--- config.mk ---
export PLATFORM = sky130hd
export DESIGN_NAME = monitor_enlace_serie
export DESIGN_NICKNAME = d
export VERILOG_FILES = /design/src/rtl/monitor_enlace_serie.sv
export SDC_FILE = /design/constraint.sdc
export NUM_CORES = 1
export LEC_CHECK = 0
export CAP_MARGIN = 0
export CORE_ASPECT_RATIO = 0.75
export CORE_MARGIN = 4
export CORE_UTILIZATION = 65
export DETAILED_ROUTE_END_ITERATION = 10
export PLACE_DENSITY = 0.85
export SYNTH_ARGS = -nofsm -noshare
export SYNTH_HDL_FRONTEND = slang
export SYNTH_SLANG_ARGS = --single-unit
--- constraint.sdc ---
create_clock -name clk -period 4.6 [get_ports clk]
set_input_delay 0.46 -clock clk [delete_from_list [all_inputs] [get_ports clk]]
set_output_delay 0.46 -clock clk [all_outputs]
set_load 0.02 [all_outputs]
--- src/rtl/monitor_enlace_serie.sv ---
// Serial link for the infant monitor: framed N_CH-bit transmitter, mid-bit sampling receiver, link watchdog.
// Optional even parity bit on both directions when MONITOR_PARIDAD_EN is defined.
module monitor_enlace_serie #(
  parameter int N_CH        = 8,
  parameter int CLK_HZ      = 100000000,
  parameter int BAUD        = 1200,
  parameter int CHANGE_TX   = 1,
  parameter int TIMEOUT_CYC = 50000000
) (
  input  logic            clk,
  input  logic            rst,
  input  logic [N_CH-1:0] tx_data,
  input  logic            tx_start,
  output logic            tx_busy,
  output logic            txd,
  input  logic            rxd,
  output logic [N_CH-1:0] rx_data,
  output logic            rx_valid,
  output logic            rx_err,
  output logic            link_ok
);

`ifdef MONITOR_PARIDAD_EN
  localparam int PB = 1;
`else
  localparam int PB = 0;
`endif

  localparam int DIV = CLK_HZ / BAUD;
  localparam int FB  = N_CH + 2 + PB;
  localparam int SW  = FB - 1;
  localparam int CW  = $clog2(DIV + 1);
  localparam int BW  = $clog2(FB + 1);
  localparam int IW  = $clog2(N_CH + 1);
  localparam int WDW = $clog2(TIMEOUT_CYC + 1);

  localparam logic [CW-1:0]  DIV_C  = CW'(DIV);
  localparam logic [CW-1:0]  ONE_C  = CW'(1);
  // The IDLE detection cycle already counts towards the half bit.
  localparam logic [CW-1:0]  HALF_C = CW'(DIV / 2 - 1);
  localparam logic [BW-1:0]  LAST_B = BW'(FB - 1);
  localparam logic [IW-1:0]  LAST_I = IW'(N_CH - 1);
  localparam logic [WDW-1:0] TO_C   = WDW'(TIMEOUT_CYC);

  // ---------------------------------------------------------------- transmitter
  typedef enum logic {TX_IDLE, TX_SEND} tx_state_t;

  tx_state_t       tx_state_reg, tx_state_next;
  logic [SW-1:0]   tx_shift_reg, tx_shift_next;
  logic [CW-1:0]   tx_cyc_reg, tx_cyc_next;
  logic [BW-1:0]   tx_bit_reg, tx_bit_next;
  logic            txd_reg, txd_next;
  logic            tx_busy_reg, tx_busy_next;
  logic [N_CH-1:0] last_sent_reg, last_sent_next;
  logic [SW-1:0]   tx_frame;
  logic            launch;

  always_comb begin
    // Everything after the start bit, sent LSB first; start bit goes straight to txd.
`ifdef MONITOR_PARIDAD_EN
    tx_frame = {1'b1, ^tx_data, tx_data};
`else
    tx_frame = {1'b1, tx_data};
`endif
    launch = tx_start || ((CHANGE_TX != 0) && (tx_data != last_sent_reg));

    tx_state_next  = tx_state_reg;
    tx_shift_next  = tx_shift_reg;
    tx_cyc_next    = tx_cyc_reg;
    tx_bit_next    = tx_bit_reg;
    txd_next       = txd_reg;
    tx_busy_next   = tx_busy_reg;
    last_sent_next = last_sent_reg;

    case (tx_state_reg)
      TX_IDLE: begin
        if (launch) begin
          tx_state_next  = TX_SEND;
          tx_shift_next  = tx_frame;
          last_sent_next = tx_data;
          tx_busy_next   = 1'b1;
          txd_next       = 1'b0;
          tx_cyc_next    = '0;
          tx_bit_next    = '0;
        end
      end
      TX_SEND: begin
        if (tx_cyc_reg == DIV_C - ONE_C) begin
          tx_cyc_next = '0;
          if (tx_bit_reg == LAST_B) begin
            tx_state_next = TX_IDLE;
            tx_busy_next  = 1'b0;
            txd_next      = 1'b1;
          end else begin
            tx_bit_next   = tx_bit_reg + BW'(1);
            txd_next      = tx_shift_reg[0];
            tx_shift_next = {1'b1, tx_shift_reg[SW-1:1]};
          end
        end else begin
          tx_cyc_next = tx_cyc_reg + ONE_C;
        end
      end
      default: tx_state_next = TX_IDLE;
    endcase
  end

  always_ff @(posedge clk) begin
    if (rst) begin
      tx_state_reg  <= TX_IDLE;
      tx_shift_reg  <= '1;
      tx_cyc_reg    <= '0;
      tx_bit_reg    <= '0;
      txd_reg       <= 1'b1;
      tx_busy_reg   <= 1'b0;
      last_sent_reg <= '0;
    end else begin
      tx_state_reg  <= tx_state_next;
      tx_shift_reg  <= tx_shift_next;
      tx_cyc_reg    <= tx_cyc_next;
      tx_bit_reg    <= tx_bit_next;
      txd_reg       <= txd_next;
      tx_busy_reg   <= tx_busy_next;
      last_sent_reg <= last_sent_next;
    end
  end

  assign txd     = txd_reg;
  assign tx_busy = tx_busy_reg;

  // ---------------------------------------------------------------- receiver
  typedef enum logic [2:0] {
    RX_IDLE,
    RX_START,
    RX_DATA,
`ifdef MONITOR_PARIDAD_EN
    RX_PARITY,
`endif
    RX_STOP,
    RX_BREAK
  } rx_state_t;

  rx_state_t       rx_state_reg, rx_state_next;
  logic            rx_meta_reg, rxs_reg;
  logic [CW-1:0]   rx_cnt_reg, rx_cnt_next;
  logic [IW-1:0]   rx_idx_reg, rx_idx_next;
  logic [N_CH-1:0] rx_shift_reg, rx_shift_next;
  logic [N_CH-1:0] rx_data_reg, rx_data_next;
  logic            rx_valid_reg, rx_valid_next;
  logic            rx_err_reg, rx_err_next;
  logic            rx_tick;
  logic            par_ok;
`ifdef MONITOR_PARIDAD_EN
  logic            rx_par_reg, rx_par_next;
  assign par_ok = (rx_par_reg == ^rx_shift_reg);
`else
  assign par_ok = 1'b1;
`endif

  assign rx_tick = (rx_cnt_reg == ONE_C);

  always_comb begin
    rx_state_next = rx_state_reg;
    rx_cnt_next   = (rx_cnt_reg != '0) ? rx_cnt_reg - ONE_C : rx_cnt_reg;
    rx_idx_next   = rx_idx_reg;
    rx_shift_next = rx_shift_reg;
    rx_data_next  = rx_data_reg;
    rx_valid_next = 1'b0;
    rx_err_next   = 1'b0;
`ifdef MONITOR_PARIDAD_EN
    rx_par_next   = rx_par_reg;
`endif

    case (rx_state_reg)
      RX_IDLE: begin
        if (!rxs_reg) begin
          rx_state_next = RX_START;
          rx_cnt_next   = HALF_C;
        end
      end
      RX_START: begin
        if (rx_tick) begin
          if (!rxs_reg) begin
            rx_state_next = RX_DATA;
            rx_cnt_next   = DIV_C;
            rx_idx_next   = '0;
          end else begin
            rx_state_next = RX_IDLE;
          end
        end
      end
      RX_DATA: begin
        if (rx_tick) begin
          rx_shift_next = (rx_shift_reg >> 1) | (N_CH'(rxs_reg) << (N_CH - 1));
          rx_cnt_next   = DIV_C;
          if (rx_idx_reg == LAST_I) begin
`ifdef MONITOR_PARIDAD_EN
            rx_state_next = RX_PARITY;
`else
            rx_state_next = RX_STOP;
`endif
          end else begin
            rx_idx_next = rx_idx_reg + IW'(1);
          end
        end
      end
`ifdef MONITOR_PARIDAD_EN
      RX_PARITY: begin
        if (rx_tick) begin
          rx_par_next   = rxs_reg;
          rx_cnt_next   = DIV_C;
          rx_state_next = RX_STOP;
        end
      end
`endif
      RX_STOP: begin
        if (rx_tick) begin
          if (rxs_reg && par_ok) begin
            rx_data_next  = rx_shift_reg;
            rx_valid_next = 1'b1;
            rx_state_next = RX_IDLE;
          end else begin
            rx_err_next   = 1'b1;
            rx_state_next = RX_BREAK;
          end
        end
      end
      RX_BREAK: begin
        // A line held low must go idle before a new start bit can be trusted.
        if (rxs_reg) rx_state_next = RX_IDLE;
      end
      default: rx_state_next = RX_IDLE;
    endcase
  end

  always_ff @(posedge clk) begin
    if (rst) begin
      rx_meta_reg  <= 1'b1;
      rxs_reg      <= 1'b1;
      rx_state_reg <= RX_IDLE;
      rx_cnt_reg   <= '0;
      rx_idx_reg   <= '0;
      rx_shift_reg <= '0;
      rx_data_reg  <= '0;
      rx_valid_reg <= 1'b0;
      rx_err_reg   <= 1'b0;
`ifdef MONITOR_PARIDAD_EN
      rx_par_reg   <= 1'b0;
`endif
    end else begin
      rx_meta_reg  <= rxd;
      rxs_reg      <= rx_meta_reg;
      rx_state_reg <= rx_state_next;
      rx_cnt_reg   <= rx_cnt_next;
      rx_idx_reg   <= rx_idx_next;
      rx_shift_reg <= rx_shift_next;
      rx_data_reg  <= rx_data_next;
      rx_valid_reg <= rx_valid_next;
      rx_err_reg   <= rx_err_next;
`ifdef MONITOR_PARIDAD_EN
      rx_par_reg   <= rx_par_next;
`endif
    end
  end

  assign rx_data  = rx_data_reg;
  assign rx_valid = rx_valid_reg;
  assign rx_err   = rx_err_reg;

  // ---------------------------------------------------------------- watchdog
  logic [WDW-1:0] wd_cnt_reg, wd_cnt_next;
  logic           link_ok_reg, link_ok_next;

  always_comb begin
    if (rx_valid_next)
      wd_cnt_next = '0;
    else if (wd_cnt_reg != TO_C)
      wd_cnt_next = wd_cnt_reg + WDW'(1);
    else
      wd_cnt_next = wd_cnt_reg;
    // Rises the cycle after rx_valid; falls once TIMEOUT_CYC cycles have elapsed since it.
    link_ok_next = rx_valid_reg || (link_ok_reg && (wd_cnt_next != TO_C));
  end

  always_ff @(posedge clk) begin
    if (rst) begin
      wd_cnt_reg  <= '0;
      link_ok_reg <= 1'b0;
    end else begin
      wd_cnt_reg  <= wd_cnt_next;
      link_ok_reg <= link_ok_next;
    end
  end

  assign link_ok = link_ok_reg;

endmodule

**Metal 1**

Scale bar: 20 um. Supply wires on this layer in gray.
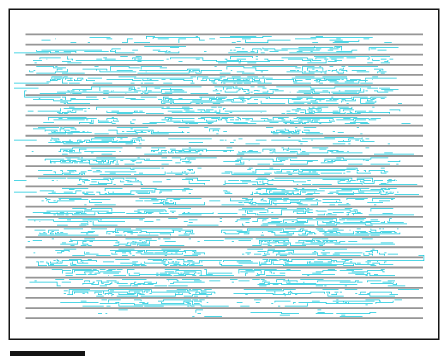
wire length on this layer: 5,660 um
main direction: horizontal
nets with wire on the layer: 675
longest straight run: 23.5 um

**Met2 routing**

Cells faint in the background.
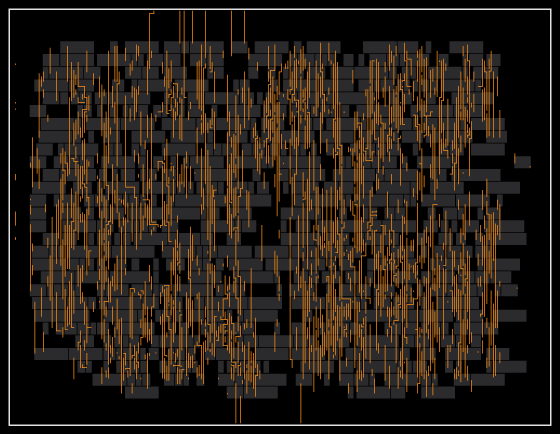
share of all routed wire: 45%
wire length on this layer: 5,480 um
nets with wire on the layer: 583

**M3 wires**

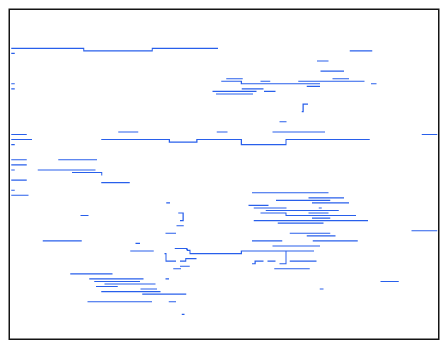
share of all routed wire: 6.4%
wire length on this layer: 777 um
main direction: horizontal
longest straight run: 30.4 um

==> flow_summary.yaml <==
# physical design summary
status:
  status: "complete, no violations"
power_and_ir_drop:
  power.density_mw_per_mm2: 404
  leakage_nw: 2.29
  intPower_mw: 1.66
  power.switching_mw: 0.772
drt:
  viasPerCell: 6.00
  wirelength_um: 12100
  vias: 4788
  route.detailed.drc: 0
global_route:
  grt_pass1_vias: 4491
  grt_pass1_wl_um: 20900
cts:
  postCtsSetupBuffers: 0
  htreeDepth: 3
  clock_latency_ps: 350
layout:
  layout_top_cell: "dfxtp_1"
  final_area_mm2: 0.00603
  areaGrowthSynthToFinish_pct: 8.25
  drive_above_1_share_pct: 5.92
  largest_reg_flops: 26
  logic_area_mm2: 0.00307
floorplanning:
  ios: 25
  coreArea_mm2: 0.00813
  initCoreUtil_pct: 68.5
sta:
  final.setup.tns_ps: 0
  setup_ws_ps: 1200
  hold_ws_ps: 427
  min_period_ps: 3400
  setup_viol: 0
synthesis:
  ys.flops: 111
  syn_inst: 690
  ys_types: 66
  netlist_area_mm2: 0.00557
  top_area_cell: "dfxtp_1"
  ys_cells: 690
  yosys_area_mm2: 0.00557
  topCellsByArea: "dfxtp_1 (40%), nor2_1 (6.7%), nand2_1 (6.1%)"
  top_cell_area_share_pct: 39.9
place:
  place_ws_ps: 1150
  placed_area_mm2: 0.00574
  portBuffers: 24
  dp_hpwl_um: 8520
critical_path:
  path_class: "flip-flop to flip-flop"
  cp-end-kind: "flip-flop"
  worstPathMaxFanout: 26
flow_run:
  cap_violations: 0
hold_path:
  hp-class: "flip-flop to flip-flop"
**M4 wires**

Supply wires on this layer in gray.
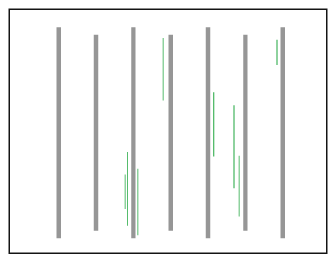
share of all routed wire: 1.4%
wire length on this layer: 169 um

**Track usage over the die**

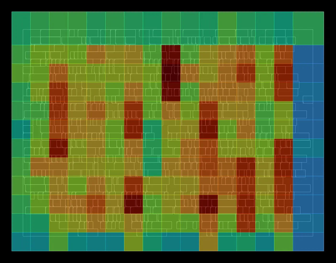
WL/cell: 15.1 um
met2 GRT Util: 38.4%
fin util: 74.1%

## final cells by class
class,count,area share [%]
clock inverter,3,0.457
tap,105,2.18
timing repair buffer,26,4.15
inverter,17,1.06
sequential,111,36.9
clock buffer,12,4.26
multi-input combinational,524,51.0
## worst paths after layout
| kind | cells past startpoint | slack [ps] | start | endpoint |
|---|---|---|---|---|
| setup reg to reg | 6 | 1200 | rx_cnt_reg[7] | wd_cnt_reg[17] |
| hold / removal | 1 | 430 | rx_meta_reg | rxs_reg |
| setup / recovery | 6 | 1200 | rx_cnt_reg[7] | wd_cnt_reg[17] |
| hold reg to reg | 1 | 430 | rx_meta_reg | rxs_reg |
## routing by layer
layer  global-route usage, %  wire length (um)  vias up
met5                       0                 0        -
li1                        -                 -     2397
met1                    35.0              5660     2211
met3                    5.94               776       17
met2                    38.4              5480      163
met4                    8.10               168        0
## power by group through the flow
stage | sequential, mW | clock (mW) | combinational (mW)
final | 1.13 | 0.743 | 0.562
after global routing | 1.14 | 0.799 | 0.639
after CTS | 1.13 | 0.758 | 0.550
after detailed placement | 1.15 | 0 | 0.544
after global placement | 1.14 | 0 | 0.523
after floorplan | 1.13 | 0 | 0.441
## cells in the mapped netlist, types with 16 or more instances
cell type	number
dfxtp_1	111
xnor2_1	16
nand3_1	35
xor2_1	32
nor3_1	16
o21ai_0	29
nor2_1	99
inv_1	17
nand2_1	90
a21oi_1	48
clkbuf_1	24
nand4_1	18
## worst max-delay path: stages (launching register included)
cell and delay [ps]:
dfxtp_1 330, nor4_2 620, nand4_1 230, nor2_1 300, nand4_1 630, nand2b_1 1010
nor2_1 130
No activity file was given, so power comes from the tool's default toggle rates.
